`src/rtl/cipher_byte_scheduler.sv`:
```
// -----------------------------------------------------------------------------
// cipher_byte_scheduler
//
// Byte-level controller for the dual XOR stream cipher core.
//   * Loads a parallel LFSR configuration word into the core's serial cfg chain,
//     MSB first, then waits SETTLE idle cycles before reporting "configured".
//   * Arbitrates TX (encrypt) and RX (decrypt) byte requests round-robin.
//   * Serialises each granted byte LSB-first into single-cycle bit strobes
//     spaced GAP idle cycles apart, and collects the core's combinational
//     response bit on the same clock edge as each strobe.
//
// Ports
//   clk, rst_n            clock, asynchronous active-low reset
//   cfg_start, cfg_word   config load request and word (sampled on accept)
//   cfg_busy, configured  shifting/settling indicator, sticky "config done"
//   tx_req/tx_byte        encrypt request and plaintext
//   tx_ack/tx_done/tx_out grant pulse, completion pulse, ciphertext
//   rx_*                  same as tx_*, decrypt path
//   cc_cfg_en/cc_cfg_i    core config chain enable and serial data
//   cc_tx_en/cc_tx_p/cc_tx_e  core encrypt strobe, plaintext bit, cipher bit
//   cc_rx_en/cc_rx_e/cc_rx_p  core decrypt strobe, cipher bit, plaintext bit
//   dbg_state             current FSM state
//
// Handshake: a request (tx_req / rx_req) is a level that the host holds until
// the matching 1-cycle ack. The byte is captured on the clock edge that ends
// the ack cycle; dropping the request before ack withdraws it, and changes to
// the byte after ack have no effect. *_done pulses for one cycle with *_out
// valid; *_out then holds until the next *_done of the same path.
// -----------------------------------------------------------------------------
module cipher_byte_scheduler #(
  parameter int M      = 32,
  parameter int W      = 8,
  parameter int GAP    = 1,
  parameter int SETTLE = 2,
  localparam int CFG_LEN = 2 * M + 2
) (
  input  logic               clk,
  input  logic               rst_n,
  // configuration
  input  logic               cfg_start,
  input  logic [CFG_LEN-1:0] cfg_word,
  output logic               cfg_busy,
  output logic               configured,
  // encrypt path
  input  logic               tx_req,
  input  logic [W-1:0]       tx_byte,
  output logic               tx_ack,
  output logic               tx_done,
  output logic [W-1:0]       tx_out,
  // decrypt path
  input  logic               rx_req,
  input  logic [W-1:0]       rx_byte,
  output logic               rx_ack,
  output logic               rx_done,
  output logic [W-1:0]       rx_out,
  // cipher core interface
  output logic               cc_cfg_en,
  output logic               cc_cfg_i,
  output logic               cc_tx_en,
  output logic               cc_tx_p,
  input  logic               cc_tx_e,
  output logic               cc_rx_en,
  output logic               cc_rx_e,
  input  logic               cc_rx_p,
  // debug
  output logic [2:0]         dbg_state
);

  localparam int CNT_MAX = (CFG_LEN > GAP) ? ((CFG_LEN > SETTLE) ? CFG_LEN : SETTLE)
                                           : ((GAP > SETTLE) ? GAP : SETTLE);
  localparam int CNT_W   = $clog2(CNT_MAX + 1);
  localparam int BIT_W   = $clog2(W);

  localparam logic [2:0] S_IDLE       = 3'd0;
  localparam logic [2:0] S_CFG_SHIFT  = 3'd1;
  localparam logic [2:0] S_CFG_SETTLE = 3'd2;
  localparam logic [2:0] S_BIT        = 3'd3;
  localparam logic [2:0] S_GAP_WAIT   = 3'd4;
  localparam logic [2:0] S_DONE       = 3'd5;

  logic [2:0]         state;
  logic               path_rx;     // path of the byte in flight: 0 = TX, 1 = RX
  logic               prefer_rx;   // set when TX was granted last
  logic [CNT_W-1:0]   cnt;
  logic [BIT_W-1:0]   bit_cnt;
  logic [CFG_LEN-1:0] cfg_sr;
  // Holds the not-yet-strobed bits; bit 0 of the byte goes straight onto the
  // data line at grant, so only W-1 bits need storing.
  logic [W-2:0]       data_sr;
  logic [W-1:0]       res_sr;
  logic [W-1:0]       res_next;

  logic in_idle;
  logic cfg_accept;
  logic can_grant;
  logic grant_tx;
  logic grant_rx;
  logic core_bit;
  logic last_bit;

  // ---------------------------------------------------------------------------
  // Arbitration: config load beats byte grants; bytes only once configured.
  // When both paths request, the one not granted last wins.
  // ---------------------------------------------------------------------------
  assign in_idle    = (state == S_IDLE);
  assign cfg_accept = in_idle && cfg_start;
  assign can_grant  = in_idle && !cfg_start && configured;
  assign grant_tx   = can_grant && tx_req && (!rx_req || !prefer_rx);
  assign grant_rx   = can_grant && rx_req && (!tx_req ||  prefer_rx);

  assign tx_ack = grant_tx;
  assign rx_ack = grant_rx;

  assign cfg_busy  = (state == S_CFG_SHIFT) || (state == S_CFG_SETTLE);
  assign cc_cfg_en = (state == S_CFG_SHIFT);
  assign cc_cfg_i  = cc_cfg_en && cfg_sr[CFG_LEN-1];

  assign cc_tx_en = (state == S_BIT) && !path_rx;
  assign cc_rx_en = (state == S_BIT) &&  path_rx;
  assign tx_done  = (state == S_DONE) && !path_rx;
  assign rx_done  = (state == S_DONE) &&  path_rx;

  assign dbg_state = state;

  // Core response is combinational in the strobe cycle.
  assign core_bit = path_rx ? cc_rx_p : cc_tx_e;
  assign last_bit = (bit_cnt == BIT_W'(W - 1));

  always_comb begin
    res_next          = res_sr;
    res_next[bit_cnt] = core_bit;
  end

  // ---------------------------------------------------------------------------
  // FSM and datapath
  // ---------------------------------------------------------------------------
  always_ff @(posedge clk or negedge rst_n) begin
    if (!rst_n) begin
      state      <= S_IDLE;
      path_rx    <= 1'b0;
      prefer_rx  <= 1'b0;
      cnt        <= '0;
      bit_cnt    <= '0;
      cfg_sr     <= '0;
      data_sr    <= '0;
      res_sr     <= '0;
      configured <= 1'b0;
      tx_out     <= '0;
      rx_out     <= '0;
      cc_tx_p    <= 1'b0;
      cc_rx_e    <= 1'b0;
    end else begin
      case (state)
        S_IDLE: begin
          if (cfg_accept) begin
            cfg_sr <= cfg_word;
            cnt    <= '0;
            state  <= S_CFG_SHIFT;
          end else if (grant_tx || grant_rx) begin
            path_rx   <= grant_rx;
            prefer_rx <= grant_tx;
            bit_cnt   <= '0;
            res_sr    <= '0;
            state     <= S_BIT;
            if (grant_rx) begin
              data_sr <= rx_byte[W-1:1];
              cc_rx_e <= rx_byte[0];
            end else begin
              data_sr <= tx_byte[W-1:1];
              cc_tx_p <= tx_byte[0];
            end
          end
        end

        S_CFG_SHIFT: begin
          cfg_sr <= cfg_sr << 1;
          if (cnt == CNT_W'(CFG_LEN - 1)) begin
            cnt <= '0;
            if (SETTLE == 0) begin
              configured <= 1'b1;
              state      <= S_IDLE;
            end else begin
              state <= S_CFG_SETTLE;
            end
          end else begin
            cnt <= cnt + 1'b1;
          end
        end

        S_CFG_SETTLE: begin
          if (cnt == CNT_W'(SETTLE - 1)) begin
            cnt        <= '0;
            configured <= 1'b1;
            state      <= S_IDLE;
          end else begin
            cnt <= cnt + 1'b1;
          end
        end

        S_BIT: begin
          res_sr <= res_next;
          if (last_bit) begin
            if (path_rx) rx_out <= res_next;
            else         tx_out <= res_next;
            state <= S_DONE;
          end else if (GAP == 0) begin
            // Back-to-back strobes: present the next bit immediately.
            bit_cnt <= bit_cnt + 1'b1;
            data_sr <= data_sr >> 1;
            if (path_rx) cc_rx_e <= data_sr[0];
            else         cc_tx_p <= data_sr[0];
          end else begin
            cnt   <= '0;
            state <= S_GAP_WAIT;
          end
        end

        S_GAP_WAIT: begin
          if (cnt == CNT_W'(GAP - 1)) begin
            cnt     <= '0;
            bit_cnt <= bit_cnt + 1'b1;
            data_sr <= data_sr >> 1;
            if (path_rx) cc_rx_e <= data_sr[0];
            else         cc_tx_p <= data_sr[0];
            state   <= S_BIT;
          end else begin
            cnt <= cnt + 1'b1;
          end
        end

        S_DONE: begin
          state <= S_IDLE;
        end

        default: begin
          state <= S_IDLE;
        end
      endcase
    end
  end

endmodule

```
`config.mk`:
```
export PLATFORM = sky130hd
export DESIGN_NAME = cipher_byte_scheduler
export DESIGN_NICKNAME = d
export VERILOG_FILES = /design/src/rtl/cipher_byte_scheduler.sv
export SDC_FILE = /design/constraint.sdc
export NUM_CORES = 1
export LEC_CHECK = 0
export CORE_ASPECT_RATIO = 1.5
export CORE_UTILIZATION = 45
export CTS_BUF_LIST = sky130_fd_sc_hd__clkbuf_8
export CTS_CLUSTER_DIAMETER = 120
export DETAILED_ROUTE_END_ITERATION = 12
export PLACE_DENSITY = 0.83
export SETUP_SLACK_MARGIN = 0.02
export SYNTH_ARGS = -nofsm -noshare
export SYNTH_HDL_FRONTEND = slang
export SYNTH_SLANG_ARGS = --single-unit
```
`constraint.sdc`:
```
create_clock -name clk -period 2.35 [get_ports clk]
set_clock_uncertainty 0.1 [all_clocks]
set_input_delay 0.47 -clock clk [delete_from_list [all_inputs] [get_ports clk]]
set_output_delay 0.47 -clock clk [all_outputs]
set_load 0.05 [all_outputs]
```
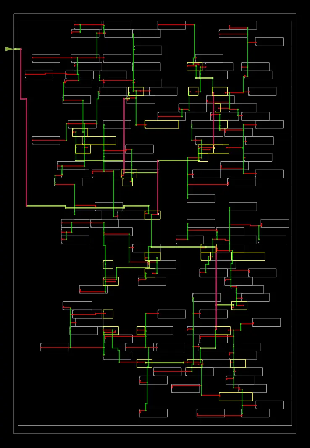
Run 1: clock wiring as the flow saved it
clock sink count: 115
CLK BUF: 18
clk_lat worst skew: 0.43 ns
CTS Buf Count: 17

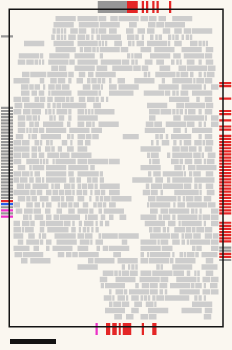
Run 1: I/O pins on the die edge
Scale bar: 20 um. Pins as bars across the die edge, other pins in grey.
dbg_state: drawn in magenta, pins 3, direction output, edge 2 left, 1 bottom. rx_req: drawn in blue, pins 1, direction input, edge left. cfg_word: drawn in red, pins 66, direction input, edge 43 right, 12 bottom, 10 top, 1 left.

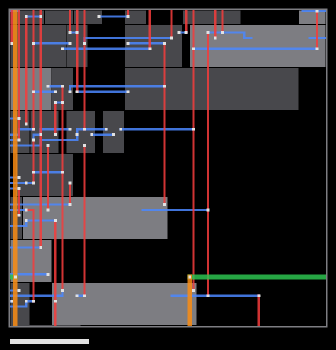
Run 1: zoomed window
Scale bar: 5 um. Region (36, 87) to (56, 107) um. Cells in grey, sequential cells in the stronger grey; small squares are vias.
met2: drawn in red. met3: drawn in green. met1: drawn in blue. met4: drawn in orange.
14 logic cells have their middle in the window. Sequential cells in the window: 3. Most frequent: nand2_1 (4), dfrtp_1 (3).

==> results.sh, run 1 <==
# flow metrics
export IMPL_outcome="complete, but fails checks"
export IMPL_violations="setup timing"
export IMPL_cp_top_family="simple AND/OR/NAND/NOR gates"
export IMPL_grt_busiest_layer="met2"
export IMPL_p_sw_frac=0.405
export IMPL_critPathCapture="rx_ack"
export IMPL_h_tree_depth=4
export IMPL_area_delta_synth_final_pct=38.8
export IMPL_top_layer_used="met4"
export IMPL_clk_pin_slew_ns=0.07
export IMPL_fin_cells=864
export IMPL_post_cts_buffers=4
export IMPL_yosys_area_um2=5580
export IMPL_flop_area_um2=2880
export IMPL_viasPerCell=5.49
export IMPL_synth_area_mux_share=0.141
export IMPL_inverters=13
export IMPL_cp_max_fo=4
export IMPL_top_register="cfg_sr"
export IMPL_edf_count=0
export IMPL_adder_share=0.0112
export IMPL_routedWlPerCell_um=16.2
export IMPL_place_congestion=0.822
export IMPL_slew_headroom=0.588
export IMPL_tns_ns=-0.391
export IMPL_yosysSeqAreaShare=0.515
export IMPL_ir_worst_vdd_mv=0.879
export IMPL_die_w_um=92.9
export IMPL_drcViolationCount=0
export IMPL_design_area_um2=7750
export IMPL_whs_endpoint="cfg_sr[34]"
export IMPL_p_int_uw=6030
export IMPL_lay_top_count="dfrtp_1"
export IMPL_largest_cell_class="sequential cells"
export IMPL_warnings=33
export IMPL_syn_area_um2=5580
export IMPL_die_area_um2=12900
export IMPL_fin_crit_ns=2.54
export IMPL_seq_cell_count=115
export IMPL_cts_tree="built"
export IMPL_p_clk_frac=0.203
export IMPL_hp_class="flop to flop"
export IMPL_yosys_top_cells_count="dfrtp_1, nand2_1, o21ai_0"
export IMPL_dp_worst_setup_slack_ns=-0.314
export IMPL_worst_pin_slew_ns=0.615
export IMPL_setup_slack_ns=-0.188
export IMPL_grtUsageMet3=0.0501
export IMPL_top_area_frac=0.515
export IMPL_worst_setup_path_type="flop to output port"
export IMPL_final_core_util=0.645
export IMPL_taps=153
export IMPL_synth_main_ff_cell="dfrtp_1"
export IMPL_slew_viol_final=0
export IMPL_period_used=1.08
export IMPL_ys_warn_count=0
export IMPL_simple_gate_area_frac=0.142
export IMPL_synth_cell_type_count=50
export IMPL_path_cells="or4_4 > or3_4 > clkinv_8 > buf_12"
export IMPL_cts_root_buf="clkbuf_8"
export IMPL_aoi_share=0.145
export IMPL_power_leakage_uw=0.00341
export IMPL_seq_share=0.372
export IMPL_grt_pass1_wl_mm=22.7
export IMPL_route_met3_wl_um=576
export IMPL_p_sw_uw=4110
export IMPL_largest_register_ffs=66
export IMPL_p_seq_uw=3370
export IMPL_hold_path_depth=2
export IMPL_routed_wl_mm=14.0
export IMPL_maxPowerGroup="combinational logic"
export IMPL_die_h_um=138
export IMPL_seqPwrFrac=0.333
export IMPL_dr_pass1_iters=5
export IMPL_drive_gt1_frac=0.159
export IMPL_nonClkBufAreaFrac=0.210
export IMPL_place_inst=825
export IMPL_top_area_cell="dfrtp_1"
export IMPL_most_common_cell="dfrtp_1"
export IMPL_report_final_hold_viol_count=0
export IMPL_r2r_slack_ns=0.05
export IMPL_top_logic_kind="AND-OR/OR-AND gates"
export IMPL_cp_depth=4
export IMPL_rsz0062_at_grt="true"
export IMPL_floorplan_nets=653
export IMPL_lay_top_cells="dfrtp_1, clkdlybuf4s50_1, nand2_1"
export IMPL_clkCellAreaFrac=0.0580
export IMPL_hold_buffers=1
export IMPL_rows=49
export IMPL_cpMaxStageDelayCell="or4_4"
export IMPL_area_leaders="dfrtp_1, mux2i_1, o21ai_0"
export IMPL_worst_ep_required_time_ns=1.78
export IMPL_grtUsageMet2=0.403
export IMPL_ys_cells=559
export IMPL_core_area_um2=12000
export IMPL_min_delay_start="cfg_sr[34]"
export IMPL_power_density_nw_per_um2=1310
export IMPL_cts_buffer_depth=2
export IMPL_met2_length_mm=7.44
export IMPL_crit_start="dbg_state[1]"
export IMPL_hold_ws_ns=0.388
export IMPL_comb_cell_power_uw=4710
export IMPL_r2r_start="dbg_state[1]"
export IMPL_ant_nets=0
export IMPL_rr_worst_depth=6
export IMPL_syn_area_per_cell_um2=9.99
export IMPL_fmax_mhz=394
export IMPL_fin_nets=792
export IMPL_antenna_found_initial=0
export IMPL_fillers=940
export IMPL_gr_usage_met1=0.246
export IMPL_wl_met1_mm=5.57
export IMPL_setup_worst_path_start_class="flop"
export IMPL_grt_pass1_vias=4982
export IMPL_synthCells=559
export IMPL_cts_repair_resized=6
export IMPL_dr_total_vias=4744
export IMPL_combGateArea_um2=2530
export IMPL_overflow=0
export IMPL_ys_flops=115
export IMPL_arrival_ns=1.97
export IMPL_placed_cell_area_um2=7190
export IMPL_pin_count=120
export IMPL_end_kind="output port"
export IMPL_drt_initial_drc_count=113
export IMPL_setup_violations=3
export IMPL_place_hpwl_mm=9.77
export IMPL_power_frac_comb=0.464
export IMPL_critPathBufInv=2
export IMPL_max_stage_delay_ns=0.54
export IMPL_antenna_cells=0
export IMPL_xor_area_frac=0.00157
export IMPL_multiInputCombCellCount=390
export IMPL_buffers=161
export IMPL_grt_max_degree=131
==> run 2: changes to the inputs <==
ABC_CLOCK_PERIOD_IN_PS = 2350   (was not set)
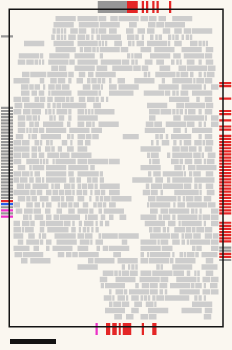
Run 2: I/O pins on the die edge
Scale bar: 20 um. Pins as bars across the die edge, other pins in grey.
rx_req: drawn in blue, pins 1, direction input, edge left. dbg_state: drawn in magenta, pins 3, direction output, edge 2 left, 1 bottom. cfg_word: drawn in red, pins 66, direction input, edge 43 right, 12 bottom, 10 top, 1 left.
All pins by edge: 46 right, 37 left, 24 top, 13 bottom.

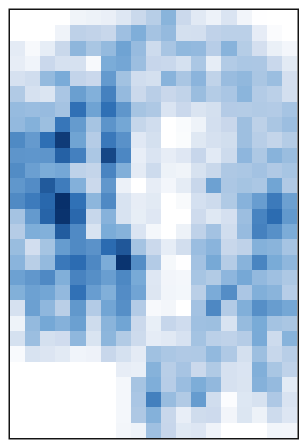
Run 2: wiring heat map
19 x 28 tiles, from white (low) to dark blue (high), scaled to the fullest tile. Values are wire area over tile area, all layers added.
11% of the tiles are nearly empty. 19% of the tiles are over half the peak. The emptiest ninth of the die: bottom left.

==> results.sh, run 2 <==
# flow metrics
export IMPL_r2r_start="dbg_state[1]"
export IMPL_synth_main_ff_cell="dfrtp_1"
export IMPL_arrival_ns=1.97
export IMPL_seq_cell_count=115
export IMPL_worst_ep_required_time_ns=1.78
export IMPL_violations="setup timing"
export IMPL_maxPowerGroup="combinational logic"
export IMPL_p_int_uw=6030
export IMPL_ant_nets=0
export IMPL_setup_violations=3
export IMPL_seqPwrFrac=0.333
export IMPL_place_congestion=0.822
export IMPL_ys_cells=559
export IMPL_p_seq_uw=3370
export IMPL_p_sw_frac=0.405
export IMPL_cpMaxStageDelayCell="or4_4"
export IMPL_critPathCapture="rx_ack"
export IMPL_hold_path_depth=2
export IMPL_top_area_cell="dfrtp_1"
export IMPL_place_hpwl_mm=9.77
export IMPL_synthCells=559
export IMPL_drt_initial_drc_count=113
export IMPL_rows=49
export IMPL_rr_worst_depth=6
export IMPL_lay_top_cells="dfrtp_1, clkdlybuf4s50_1, nand2_1"
export IMPL_cts_repair_resized=6
export IMPL_clk_pin_slew_ns=0.07
export IMPL_outcome="complete, but fails checks"
export IMPL_cts_sinks=115
export IMPL_slew_headroom=0.588
export IMPL_lay_top_count="dfrtp_1"
export IMPL_min_delay_start="cfg_sr[34]"
export IMPL_clock_latency_ns=0.43
export IMPL_top_register="cfg_sr"
export IMPL_grt_busiest_layer="met2"
export IMPL_p_sw_uw=4110
export IMPL_dr_total_vias=4744
export IMPL_grtUsageMet2=0.403
export IMPL_area_delta_synth_final_pct=38.8
export IMPL_grt_max_degree=131
export IMPL_final_core_util=0.645
export IMPL_cp_top_family="simple AND/OR/NAND/NOR gates"
export IMPL_synth_cell_type_count=50
export IMPL_largest_register_ffs=66
export IMPL_cp_depth=4
export IMPL_ys_warn_count=0
export IMPL_dr_pass1_iters=5
export IMPL_routedWlPerCell_um=16.2
export IMPL_setup_slack_ns=-0.188
export IMPL_synth_area_mux_share=0.141
export IMPL_report_final_hold_viol_count=0
export IMPL_die_area_um2=12900
export IMPL_largest_cell_class="sequential cells"
export IMPL_adder_share=0.0112
export IMPL_routed_wl_mm=14.0
export IMPL_yosys_top_cells_count="dfrtp_1, nand2_1, o21ai_0"
export IMPL_ys_flops=115
export IMPL_power_density_nw_per_um2=1310
export IMPL_dp_worst_setup_slack_ns=-0.314
export IMPL_fin_crit_ns=2.54
export IMPL_hold_ws_ns=0.388
export IMPL_cts_root_buf="clkbuf_8"
export IMPL_buffers=161
export IMPL_drive_gt1_frac=0.159
export IMPL_design_area_um2=7750
export IMPL_tns_ns=-0.391
export IMPL_antenna_cells=0
export IMPL_wl_met1_mm=5.57
export IMPL_core_area_um2=12000
export IMPL_comb_cell_power_uw=4710
export IMPL_area_leaders="dfrtp_1, mux2i_1, o21ai_0"
export IMPL_antenna_found_initial=0
export IMPL_floorplan_nets=653
export IMPL_fillers=940
export IMPL_viasPerCell=5.49
export IMPL_clkbuf_count=18
export IMPL_inverters=13
export IMPL_period_used=1.08
export IMPL_whs_endpoint="cfg_sr[34]"
export IMPL_max_stage_delay_ns=0.54
export IMPL_warnings=33
export IMPL_multiInputCombCellCount=390
export IMPL_nonClkBufAreaFrac=0.210
export IMPL_p_clk_frac=0.203
export IMPL_r2r_slack_ns=0.05
export IMPL_syn_area_um2=5580
export IMPL_cts_tree="built"
export IMPL_ir_worst_vdd_mv=0.879
export IMPL_xor_area_frac=0.00157
export IMPL_power_leakage_uw=0.00341
export IMPL_simple_gate_area_frac=0.142
export IMPL_gr_usage_met1=0.246
export IMPL_met2_length_mm=7.44
export IMPL_combGateArea_um2=2530
export IMPL_slew_viol_final=0
export IMPL_rsz0062_at_grt="true"
export IMPL_hp_class="flop to flop"
export IMPL_overflow=0
export IMPL_worst_setup_path_type="flop to output port"
export IMPL_grt_pass1_vias=4982
export IMPL_top_area_frac=0.515
export IMPL_cts_buffer_depth=2
export IMPL_die_h_um=138
export IMPL_seq_share=0.372
export IMPL_fin_nets=792
export IMPL_edf_count=0
export IMPL_drcViolationCount=0
export IMPL_setup_worst_path_start_class="flop"
export IMPL_pin_count=120
export IMPL_end_kind="output port"
==> run 3: changes to the inputs <==
DONT_BUFFER_PORTS = 1   (was not set)
PLACE_DENSITY = 0.7   (was 0.83)
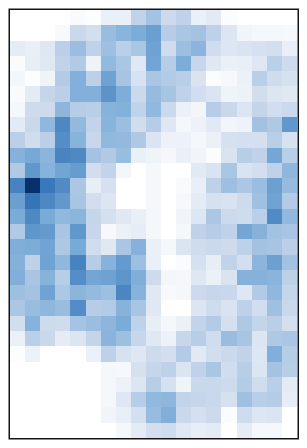
Run 3: wiring heat map
19 x 28 tiles, from white (low) to dark blue (high), scaled to the fullest tile. Values are wire area over tile area, all layers added.
The fullest tile reaches 0.62. The emptiest ninth of the die: bottom left. The mean over all tiles is 0.15.

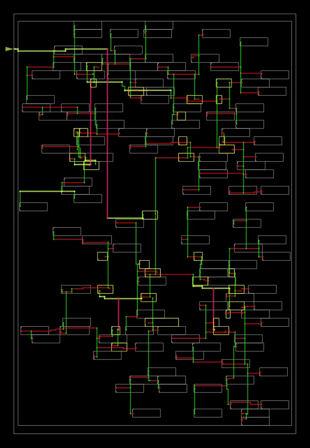
Run 3: clock wiring as the flow saved it
CLK BUF: 17
registers: 115
clk_lat worst skew: 0.41 ns

==> results.sh, run 3 <==
# flow metrics
export IMPL_outcome="complete, but fails checks"
export IMPL_violations="hold timing, setup timing"
export IMPL_place_hpwl_mm=8.39
export IMPL_top_area_cell="dfrtp_1"
export IMPL_area_leaders="dfrtp_1, mux2i_1, o21ai_0"
export IMPL_ys_cells=559
export IMPL_wl_met1_mm=5.21
export IMPL_viasPerCell=5.50
export IMPL_maxPowerGroup="combinational logic"
export IMPL_arrival_ns=1.89
export IMPL_largest_cell_class="sequential cells"
export IMPL_hold_ws_ns=-0.359
export IMPL_pin_count=120
export IMPL_overflow=0
export IMPL_rows=49
export IMPL_fillers=1094
export IMPL_routedWlPerCell_um=16.2
export IMPL_tns_ns=-0.163
export IMPL_cp_max_fo=7
export IMPL_synth_cell_type_count=50
export IMPL_cp_depth=3
export IMPL_ys_warn_count=0
export IMPL_grtUsageMet2=0.329
export IMPL_die_h_um=138
export IMPL_p_sw_frac=0.419
export IMPL_slew_headroom=0.639
export IMPL_cp_top_family="simple AND/OR/NAND/NOR gates"
export IMPL_antenna_cells=0
export IMPL_simple_gate_area_frac=0.142
export IMPL_rr_worst_depth=5
export IMPL_met2_length_mm=6.18
export IMPL_top_register="cfg_sr"
export IMPL_place_congestion=0.791
export IMPL_design_area_um2=6420
export IMPL_critPathCapture="rx_ack"
export IMPL_drcViolationCount=0
export IMPL_power_density_nw_per_um2=1440
export IMPL_fin_crit_ns=2.46
export IMPL_period_used=1.05
export IMPL_nonClkBufAreaFrac=0.0634
export IMPL_cpMaxStageDelayCell="or4_4"
export IMPL_drive_gt1_frac=0.174
export IMPL_r2r_slack_ns=0.10
export IMPL_syn_area_um2=5580
export IMPL_grt_max_degree=131
export IMPL_end_kind="output port"
export IMPL_inverters=13
export IMPL_die_area_um2=12900
export IMPL_grt_busiest_layer="met2"
export IMPL_fin_nets=677
export IMPL_p_int_uw=5360
export IMPL_cts_root_buf="clkbuf_8"
export IMPL_lay_top_count="dfrtp_1"
export IMPL_ant_nets=0
export IMPL_ys_flops=115
export IMPL_cts_tree="built"
export IMPL_edf_count=0
export IMPL_clkCellAreaFrac=0.0550
export IMPL_cts_repair_resized=8
export IMPL_top_logic_kind="AND-OR/OR-AND gates"
export IMPL_dr_pass1_iters=4
export IMPL_floorplan_nets=653
export IMPL_worst_ep_required_time_ns=1.78
export IMPL_power_leakage_uw=0.00286
export IMPL_multiInputCombCellCount=390
export IMPL_slew_viol_final=0
export IMPL_synth_area_mux_share=0.141
export IMPL_drt_initial_drc_count=142
export IMPL_largest_register_ffs=66
export IMPL_r2r_start="dbg_state[1]"
export IMPL_synthCells=559
export IMPL_p_sw_uw=3870
export IMPL_grt_pass1_vias=4174
export IMPL_yosys_top_cells_count="dfrtp_1, nand2_1, o21ai_0"
export IMPL_hp_class="input port to async pin"
export IMPL_dp_worst_setup_slack_ns=0.163
export IMPL_ir_worst_vdd_mv=1.17
export IMPL_xor_area_frac=0.00157
export IMPL_setup_worst_path_start_class="flop"
export IMPL_max_stage_delay_ns=0.53
export IMPL_combGateArea_um2=2520
export IMPL_core_area_um2=12000
export IMPL_synth_main_ff_cell="dfrtp_1"
export IMPL_area_delta_synth_final_pct=14.9
export IMPL_seqPwrFrac=0.385
export IMPL_p_clk_frac=0.176
export IMPL_adder_share=0.0112
export IMPL_setup_slack_ns=-0.115
export IMPL_seq_share=0.449
export IMPL_top_area_frac=0.515
export IMPL_clk_pin_slew_ns=0.08
export IMPL_lay_top_cells="dfrtp_1, nand2_1, o21ai_0"
export IMPL_cts_sinks=115
export IMPL_comb_cell_power_uw=4050
export IMPL_rsz0062_at_grt="true"
export IMPL_antenna_found_initial=0
export IMPL_cts_buffer_depth=2
export IMPL_routed_wl_mm=12.1
export IMPL_dr_total_vias=4120
export IMPL_worst_setup_path_type="flop to output port"
export IMPL_buffers=46
export IMPL_p_seq_uw=3560
export IMPL_setup_violations=3
export IMPL_report_final_hold_viol_count=115
export IMPL_final_core_util=0.534
export IMPL_gr_usage_met1=0.243
